**config.mk**
```make
export PLATFORM = sky130hd
export DESIGN_NAME = adc_spi_sampler
export DESIGN_NICKNAME = d
export VERILOG_FILES = /design/src/rtl/adc_spi_sampler.sv
export SDC_FILE = /design/constraint.sdc
export NUM_CORES = 1
export LEC_CHECK = 0
export ABC_AREA = 1
export CAP_MARGIN = 10
export CORE_AREA = 2 2 82 84
export DETAILED_ROUTE_END_ITERATION = 10
export DIE_AREA = 0 0 84 86
export GPL_TIMING_DRIVEN = 0
export PLACE_DENSITY = 0.62
export SYNTH_ARGS = -nofsm -noshare
export SYNTH_HDL_FRONTEND = slang
export SYNTH_SLANG_ARGS = --single-unit
export TNS_END_PERCENT = 30
```
**constraint.sdc**
```tcl
create_clock -name clk -period 4.8 [get_ports clk]
set_input_delay 0.96 -clock clk [delete_from_list [all_inputs] [get_ports clk]]
set_output_delay 0.96 -clock clk [all_outputs]
set_load 0.01 [all_outputs]
```
**src/rtl/adc_spi_sampler.sv**
```systemverilog
// Purpose: SPI master that periodically converts a serial ADC word into a parallel sample plus strobe.
// Latency: adc_cs_n low for SCLK_DIV*(2*ADC_BITS+2) cycles; sample/sample_ready update on the cs_n rising edge.
// Backpressure: none; sample_ready is a 1-cycle pulse and conversions start every SAMPLE_INTERVAL cycles.
// Optional: define ADC_DISCARD_FIRST_EN to drop the first conversion after leaving IDLE.
module adc_spi_sampler #(
    parameter int BIT_WIDTH       = 32,
    parameter int ADC_BITS        = 12,
    parameter int SCLK_DIV        = 4,
    parameter int SAMPLE_INTERVAL = 1000
) (
    input  logic                 clk,
    input  logic                 rst,
    input  logic                 enable,
    input  logic                 adc_miso,
    output logic                 adc_sclk,
    output logic                 adc_cs_n,
    output logic [BIT_WIDTH-1:0] sample,
    output logic                 sample_ready,
    output logic                 busy
);

    localparam int DIV_W = $clog2(2 * SCLK_DIV) + 1;
    localparam int BIT_W = $clog2(ADC_BITS) + 1;
    localparam int IVL_W = $clog2(SAMPLE_INTERVAL) + 1;

    localparam logic [DIV_W-1:0] HALF_END = DIV_W'(SCLK_DIV - 1);
    localparam logic [DIV_W-1:0] FULL_END = DIV_W'(2 * SCLK_DIV - 1);
    localparam logic [BIT_W-1:0] LAST_BIT = BIT_W'(ADC_BITS - 1);
    localparam logic [IVL_W-1:0] IVL_END  = IVL_W'(SAMPLE_INTERVAL - 1);

    // A conversion must fit inside one interval, otherwise restarts would cut it short.
    if (SAMPLE_INTERVAL <= SCLK_DIV * (2 * ADC_BITS + 2)) begin : g_bad_interval
        $error("adc_spi_sampler: SAMPLE_INTERVAL too small for one conversion");
    end
    if (BIT_WIDTH < ADC_BITS) begin : g_bad_width
        $error("adc_spi_sampler: BIT_WIDTH must be >= ADC_BITS");
    end

    typedef enum logic [2:0] {
        S_IDLE,
        S_CS_SETUP,
        S_SHIFT,
        S_CS_HOLD,
        S_WAIT
    } state_t;

    state_t               state;
    state_t               state_nxt;
    logic [DIV_W-1:0]     div_cnt;
    logic [BIT_W-1:0]     bit_cnt;
    logic [IVL_W-1:0]     ivl_cnt;
    logic [ADC_BITS-1:0]  shreg;
    logic                 start;
    logic                 sclk_rise;
    logic                 sclk_fall;
    logic                 done;
    logic                 keep;

`ifdef ADC_DISCARD_FIRST_EN
    logic discard;

    // Marks the first conversion after IDLE as stale so its result is dropped.
    always_ff @(posedge clk or posedge rst) begin
        if (rst) begin
            discard <= 1'b0;
        end else if (start && state == S_IDLE) begin
            discard <= 1'b1;
        end else if (done) begin
            discard <= 1'b0;
        end
    end

    assign keep = ~discard;
`else
    assign keep = 1'b1;
`endif

    // Next-state and per-cycle strobes derived from the phase counters.
    always_comb begin
        state_nxt = state;
        start     = 1'b0;
        sclk_rise = 1'b0;
        sclk_fall = 1'b0;
        done      = 1'b0;
        unique case (state)
            S_IDLE: begin
                if (enable) begin
                    start     = 1'b1;
                    state_nxt = S_CS_SETUP;
                end
            end
            S_CS_SETUP: begin
                if (div_cnt == HALF_END) state_nxt = S_SHIFT;
            end
            S_SHIFT: begin
                if (div_cnt == HALF_END) sclk_rise = 1'b1;
                if (div_cnt == FULL_END) begin
                    sclk_fall = 1'b1;
                    if (bit_cnt == LAST_BIT) state_nxt = S_CS_HOLD;
                end
            end
            S_CS_HOLD: begin
                if (div_cnt == HALF_END) begin
                    done      = 1'b1;
                    state_nxt = enable ? S_WAIT : S_IDLE;
                end
            end
            S_WAIT: begin
                if (!enable) begin
                    state_nxt = S_IDLE;
                end else if (ivl_cnt == IVL_END) begin
                    start     = 1'b1;
                    state_nxt = S_CS_SETUP;
                end
            end
            default: state_nxt = S_IDLE;
        endcase
    end

    // State register.
    always_ff @(posedge clk or posedge rst) begin
        if (rst) state <= S_IDLE;
        else     state <= state_nxt;
    end

    // Counters, shift register and registered SPI/sample outputs.
    always_ff @(posedge clk or posedge rst) begin
        if (rst) begin
            div_cnt      <= '0;
            bit_cnt      <= '0;
            ivl_cnt      <= '0;
            shreg        <= '0;
            adc_sclk     <= 1'b0;
            adc_cs_n     <= 1'b1;
            sample       <= '0;
            sample_ready <= 1'b0;
            busy         <= 1'b0;
        end else begin
            // Half-period counter restarts on every phase change and every sclk period.
            if (state == S_IDLE || state == S_WAIT || state_nxt != state || sclk_fall)
                div_cnt <= '0;
            else
                div_cnt <= div_cnt + 1'b1;

            if (start)          bit_cnt <= '0;
            else if (sclk_fall) bit_cnt <= bit_cnt + 1'b1;

            // Interval counter measures from the cs_n falling edge of each conversion.
            if (start || state == S_IDLE) ivl_cnt <= '0;
            else                          ivl_cnt <= ivl_cnt + 1'b1;

            if (sclk_rise) shreg <= {shreg[ADC_BITS-2:0], adc_miso};

            if (sclk_rise)      adc_sclk <= 1'b1;
            else if (sclk_fall) adc_sclk <= 1'b0;

            if (start)     adc_cs_n <= 1'b0;
            else if (done) adc_cs_n <= 1'b1;

            sample_ready <= done & keep;
            if (done && keep) sample <= BIT_WIDTH'(shreg);

            busy <= done || state_nxt == S_CS_SETUP || state_nxt == S_SHIFT ||
                    state_nxt == S_CS_HOLD;
        end
    end

endmodule

```
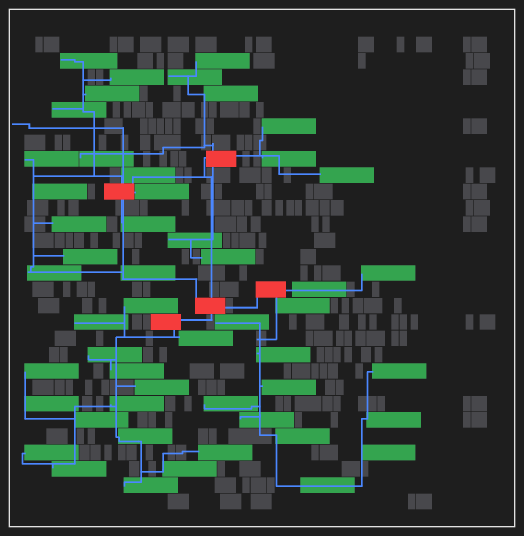
**Above:** run 1 (clock wires, drivers and flops).
(6 px per um)
Key: clock wires = blue [length 577 um]; flip-flops = green [count 51]; clock drivers = red [count 5]
There are 6 routed clock nets.
Late-Pin Clk Latency: 300 ps
P_clk: 243 uW
Worst Skew: 5.85 ps
Clock power frac: 34.1%

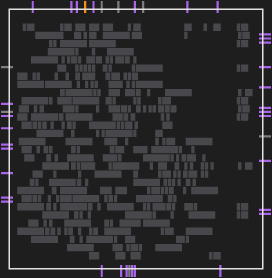
**Above:** run 1 (ports around the boundary).
(3 px per um) Pins as bars across the die edge, other pins in grey.
Key: adc_cs_n = orange [pins 1, direction output, edge north]; sample = purple [pins 32, direction output, edge 11 east, 8 west, 7 north, 6 south]
All pins by edge: 12 east, 11 north, 10 west, 7 south.

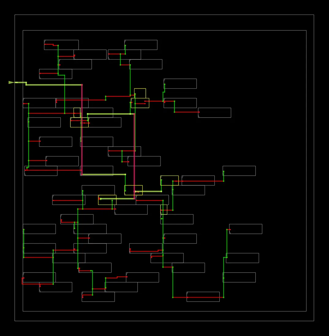
**Above:** run 1 (the clock network).
seq_cells: 51
CLK BUF: 5
clock buffer count from CTS: 5

==> results.py, run 1 <==
# Flow results
metrics = {
    "clock_tree": {
        "cts-resized-gates": 0,
        "clockRootBuffer": "clkbuf_8",
        "cts_tree": "done",
        "clkTransAtPathRegs_ps": 90,
    },
    "job": {
        "maxCapViolCount": 0,
    },
    "floorplan": {
        "chipArea_sq_mm": 0.00722,
        "die_w_um": 84,
        "nWellTaps": 77,
    },
    "route": {
        "drt-pass1-iter-count": 4,
        "wl_um": 4100,
        "vias": 1708,
        "wire_per_inst_um": 10.4,
        "drtIter0Drc": 46,
        "wl_met3_um": 130,
    },
    "grt": {
        "busiest_layer": "met2",
        "grt_max_degree": 31,
        "antenna_found_initial": 0,
        "grt_pass1_vias": 1659,
        "track_usage_pct": 12.5,
        "use_met2_pct": 21.5,
        "grt_use_met1_pct": 16.3,
        "grt-ovfl-total": 0,
    },
    "worst_setup_path": {
        "worstReg2RegEnd": "ivl_cnt[7]",
        "crit_path_end": "adc_cs_n",
        "path_buffers": 1,
        "endpoint_kind": "output pin",
        "crit_slowest_cell": "dfstp_2",
        "max_stage_delay_ps": 540,
        "reg2reg_from": "ivl_cnt[0]",
        "crit_cells": 1,
        "critPathTopFamily": "flip-flops",
        "crit_type": "reg2out",
        "path_max_fanout": 2,
    },
    "synth": {
        "numSynthFlops": 51,
        "post-synth-top-area-cell": "dfrtp_1",
        "ys_cells": 269,
        "syn_avg_cell_area_sq_um": 8.92,
        "ys_area_sq_mm": 0.00240,
        "fa_ha_area_share_pct": 1.56,
        "top_cell_area_share_pct": 52.1,
        "synth_area_sq_mm": 0.00240,
        "yosys_most_used_dff": "dfrtp_1",
        "yosysUniqueCellTypes": 23,
        "synth.mux.area_fraction_pct": 0,
    },
    "timing": {
        "period_used_pct": 48.2,
        "finalSetupTns_ps": 0,
        "timing.final.ws_setup_ps": 2490,
        "min_period_ps": 2310,
        "hold_viol": 0,
    },
    "placement": {
        "dp_cells": 385,
        "io_buffer_count": 19,
        "dpl.hpwl_um": 2980,
    },
    "finish": {
        "sh_seq_area_pct": 44.6,
        "top_regs": "sample x12, shreg x12, ivl_cnt x11",
        "fin_cells": 393,
        "final_util_pct": 45.6,
        "fillers": 638,
        "nNonClkBuffers": 45,
        "inverters": 33,
        "flop_area_sq_mm": 0.00128,
        "largest_cell_class": "registers",
        "buffer_area_share_pct": 14.4,
    },
    "min_path": {
        "hold_depth": 1,
        "hold_path.class": "reg2reg",
        "hold_start": "div_cnt[0]",
    },
    "power_and_ir_drop": {
        "irDropWorstVdd_uv": 174,
        "combPwrFrac_pct": 5.1,
        "p_sw_uw": 162,
        "power_uw": 713,
    },
    "status": {
        "status": "complete, no violations",
    },
}
==> run 2, diff against run 1 <==
==> constraint.sdc (replaced) <==
create_clock -name clk -period 2.2 [get_ports clk]
set_input_delay 0.44 -clock clk [delete_from_list [all_inputs] [get_ports clk]]
set_output_delay 0.44 -clock clk [all_outputs]
set_load 0.01 [all_outputs]
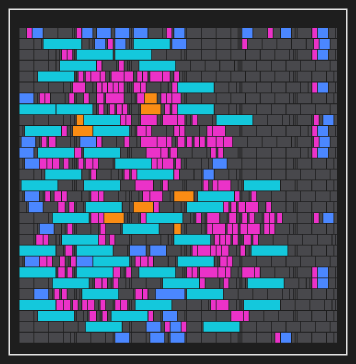
**Above:** run 2 (cell classes on the final placement).
(4 px per um) Fill, decap, tap and diode cells in grey.
Key: other buffers and delay cells = blue [cells 45]; combinational and other logic = magenta [cells 212]; flops = cyan [cells 51]; clock drivers and dummy loads = orange [cells 8]

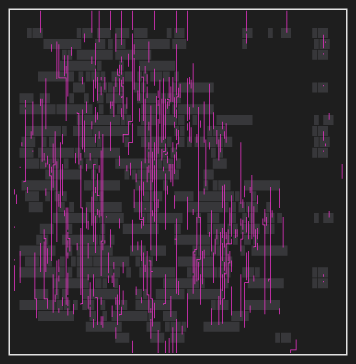
**Above:** run 2 (M2 wires).
(4 px per um) Cells faint in the background.
The longest straight run is 41.1 um. The layer carries 1980 um of wire.
met2 Usage GRT: 21.5%
drt total wl: 4100 um

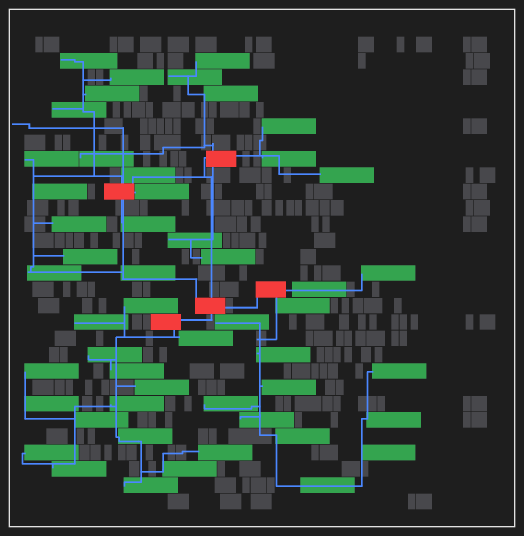
**Above:** run 2 (clock wires, drivers and flops).
(6 px per um)
Key: flip-flops = green [count 51]; clock wires = blue [length 577 um]; clock drivers = red [count 5]
There are 6 routed clock nets.
P_clk: 530 uW

==> run 2 against run 1 <==
Effect of this change: power grew 120%; first-iteration DRC count unchanged; register-to-register slack got worse by 2600 ps; clock power grew 120%; sequential power up 120%; sequential share of layout area unchanged; core utilization unchanged; final cell count unchanged; hold slack unchanged; critical path type unchanged; critical endpoint unchanged.
==> results.py, run 2 <==
# Flow results
metrics = {
    "worst_setup_path": {
        "critPathTopFamily": "flip-flops",
        "max_stage_delay_ps": 540,
        "path_max_fanout": 2,
        "crit_slowest_cell": "dfstp_2",
    },
    "synth": {
        "syn_avg_cell_area_sq_um": 8.92,
        "synth.mux.area_fraction_pct": 0,
        "yosysUniqueCellTypes": 23,
        "post-synth-top-area-cell": "dfrtp_1",
        "synth_area_sq_mm": 0.00240,
        "numSynthFlops": 51,
        "ys_area_sq_mm": 0.00240,
        "top_cell_area_share_pct": 52.1,
    },
    "route": {
        "wire_per_inst_um": 10.4,
        "drt-pass1-iter-count": 4,
        "drtIter0Drc": 46,
    },
    "floorplan": {
        "chipArea_sq_mm": 0.00722,
    },
    "finish": {
        "flop_area_sq_mm": 0.00128,
        "nNonClkBuffers": 45,
        "sh_seq_area_pct": 44.6,
        "flops": 51,
        "fin_cells": 393,
        "largest_cell_class": "registers",
    },
    "power_and_ir_drop": {
        "p_sw_uw": 353,
        "irDropWorstVdd_uv": 380,
    },
    "min_path": {
        "hold_depth": 1,
        "hold_path.class": "reg2reg",
    },
    "timing": {
        "timing.final.ws_setup_ps": 407,
        "skew_ps": 5.85,
    },
    "placement": {
        "dpl.hpwl_um": 2980,
        "dp_cells": 385,
    },
    "job": {
        "maxCapViolCount": 0,
    },
    "status": {
        "status": "complete, no violations",
    },
    "grt": {
        "grt_pass1_vias": 1659,
        "grt_use_met1_pct": 16.3,
        "grt_max_degree": 31,
    },
    "clock_tree": {
        "clkTransAtPathRegs_ps": 90,
        "clockRootBuffer": "clkbuf_8",
    },
}
==> run 3, diff against run 2 <==
--- a/config.mk
+++ b/config.mk
@@ -11,7 +11,7 @@
 export DETAILED_ROUTE_END_ITERATION = 10
 export DIE_AREA = 0 0 84 86
 export GPL_TIMING_DRIVEN = 0
-export PLACE_DENSITY = 0.62
+export PLACE_DENSITY = 0.65
 export SYNTH_ARGS = -nofsm -noshare
 export SYNTH_HDL_FRONTEND = slang
 export SYNTH_SLANG_ARGS = --single-unit
==> constraint.sdc (replaced) <==
create_clock -name clk -period 1.6 [get_ports clk]
set_input_delay 0.32 -clock clk [delete_from_list [all_inputs] [get_ports clk]]
set_output_delay 0.32 -clock clk [all_outputs]
set_load 0.01 [all_outputs]
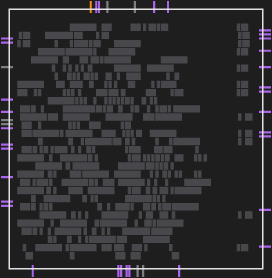
**Above:** run 3 (ports around the boundary).
(3 px per um) Pins as bars across the die edge, other pins in grey.
Key: sample = purple [pins 32, direction output, edge 12 east, 10 west, 6 south, 4 north]; adc_cs_n = orange [pins 1, direction output, edge north]
count of buffers inserted at the top-level ports: 19
Die Wd: 84 um

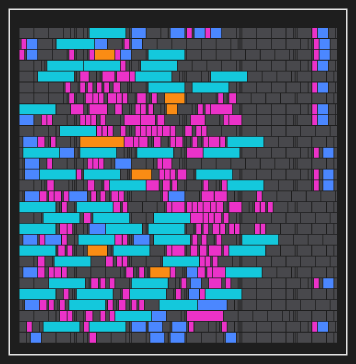
**Above:** run 3 (cell classes on the final placement).
(4 px per um) Fill, decap, tap and diode cells in grey.
Key: clock drivers and dummy loads = orange [cells 7]; combinational and other logic = magenta [cells 212]; flops = cyan [cells 51]; other buffers and delay cells = blue [cells 48]
register share of the cell area: 43.7%
Row Count: 29
core area: 0.00628 sq mm
fin area: 0.00293 sq mm

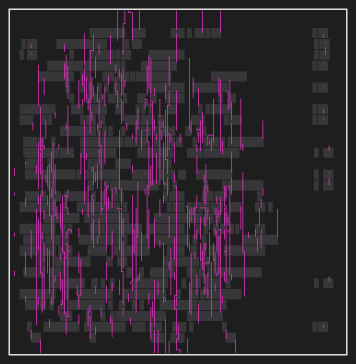
**Above:** run 3 (M2 wires).
(4 px per um) Cells faint in the background.
The layer carries 1910 um of wire. The layer holds 46% of the routed length.

==> run 3 against run 2 <==
Effect of this change: sequential cell count did not move; synthesized cell count is the same; core utilization increased by 1.0 points; first-iteration DRC count rose by 85%; final cell count increased by 0.51%; hold slack worse by 240 ps; highest routed layer unchanged.
==> results.py, run 3 <==
# Flow results
metrics = {
    "route": {
        "wl_um": 4130,
        "wl_met3_um": 192,
        "vias": 1689,
        "drt-pass1-iter-count": 4,
        "wire_per_inst_um": 10.4,
    },
    "synth": {
        "yosysUniqueCellTypes": 23,
        "top_cell_area_share_pct": 52.1,
        "synth.mux.area_fraction_pct": 0,
        "post-synth-top-area-cell": "dfrtp_1",
    },
    "floorplan": {
        "chipArea_sq_mm": 0.00722,
        "nWellTaps": 77,
    },
    "power_and_ir_drop": {
        "combPwrFrac_pct": 4.8,
        "power_uw": 2280,
        "clkPwrFrac_pct": 38.1,
    },
    "clock_tree": {
        "clkTransAtPathRegs_ps": 90,
        "cts-resized-gates": 1,
        "cts_tree": "done",
    },
    "placement": {
        "dpl.hpwl_um": 2910,
    },
    "status": {
        "status": "complete, no violations",
    },
    "worst_setup_path": {
        "path_buffers": 1,
        "reg2reg_from": "div_cnt[0]",
        "endpoint_kind": "output pin",
        "crit_cells": 1,
        "max_stage_delay_ps": 540,
    },
    "finish": {
        "inverters": 33,
        "fin_cells": 395,
        "nClkBuffers": 5,
        "flop_area_sq_mm": 0.00128,
        "nNonClkBuffers": 48,
        "top_regs": "sample x12, shreg x12, ivl_cnt x11",
        "final_util_pct": 46.6,
    },
    "grt": {
        "grt_max_degree": 44,
        "busiest_layer": "met2",
        "use_met2_pct": 20.4,
    },
    "timing": {
        "finalSetupTns_ps": 0,
    },
}
No activity file was given, so power comes from the tool's default toggle rates.
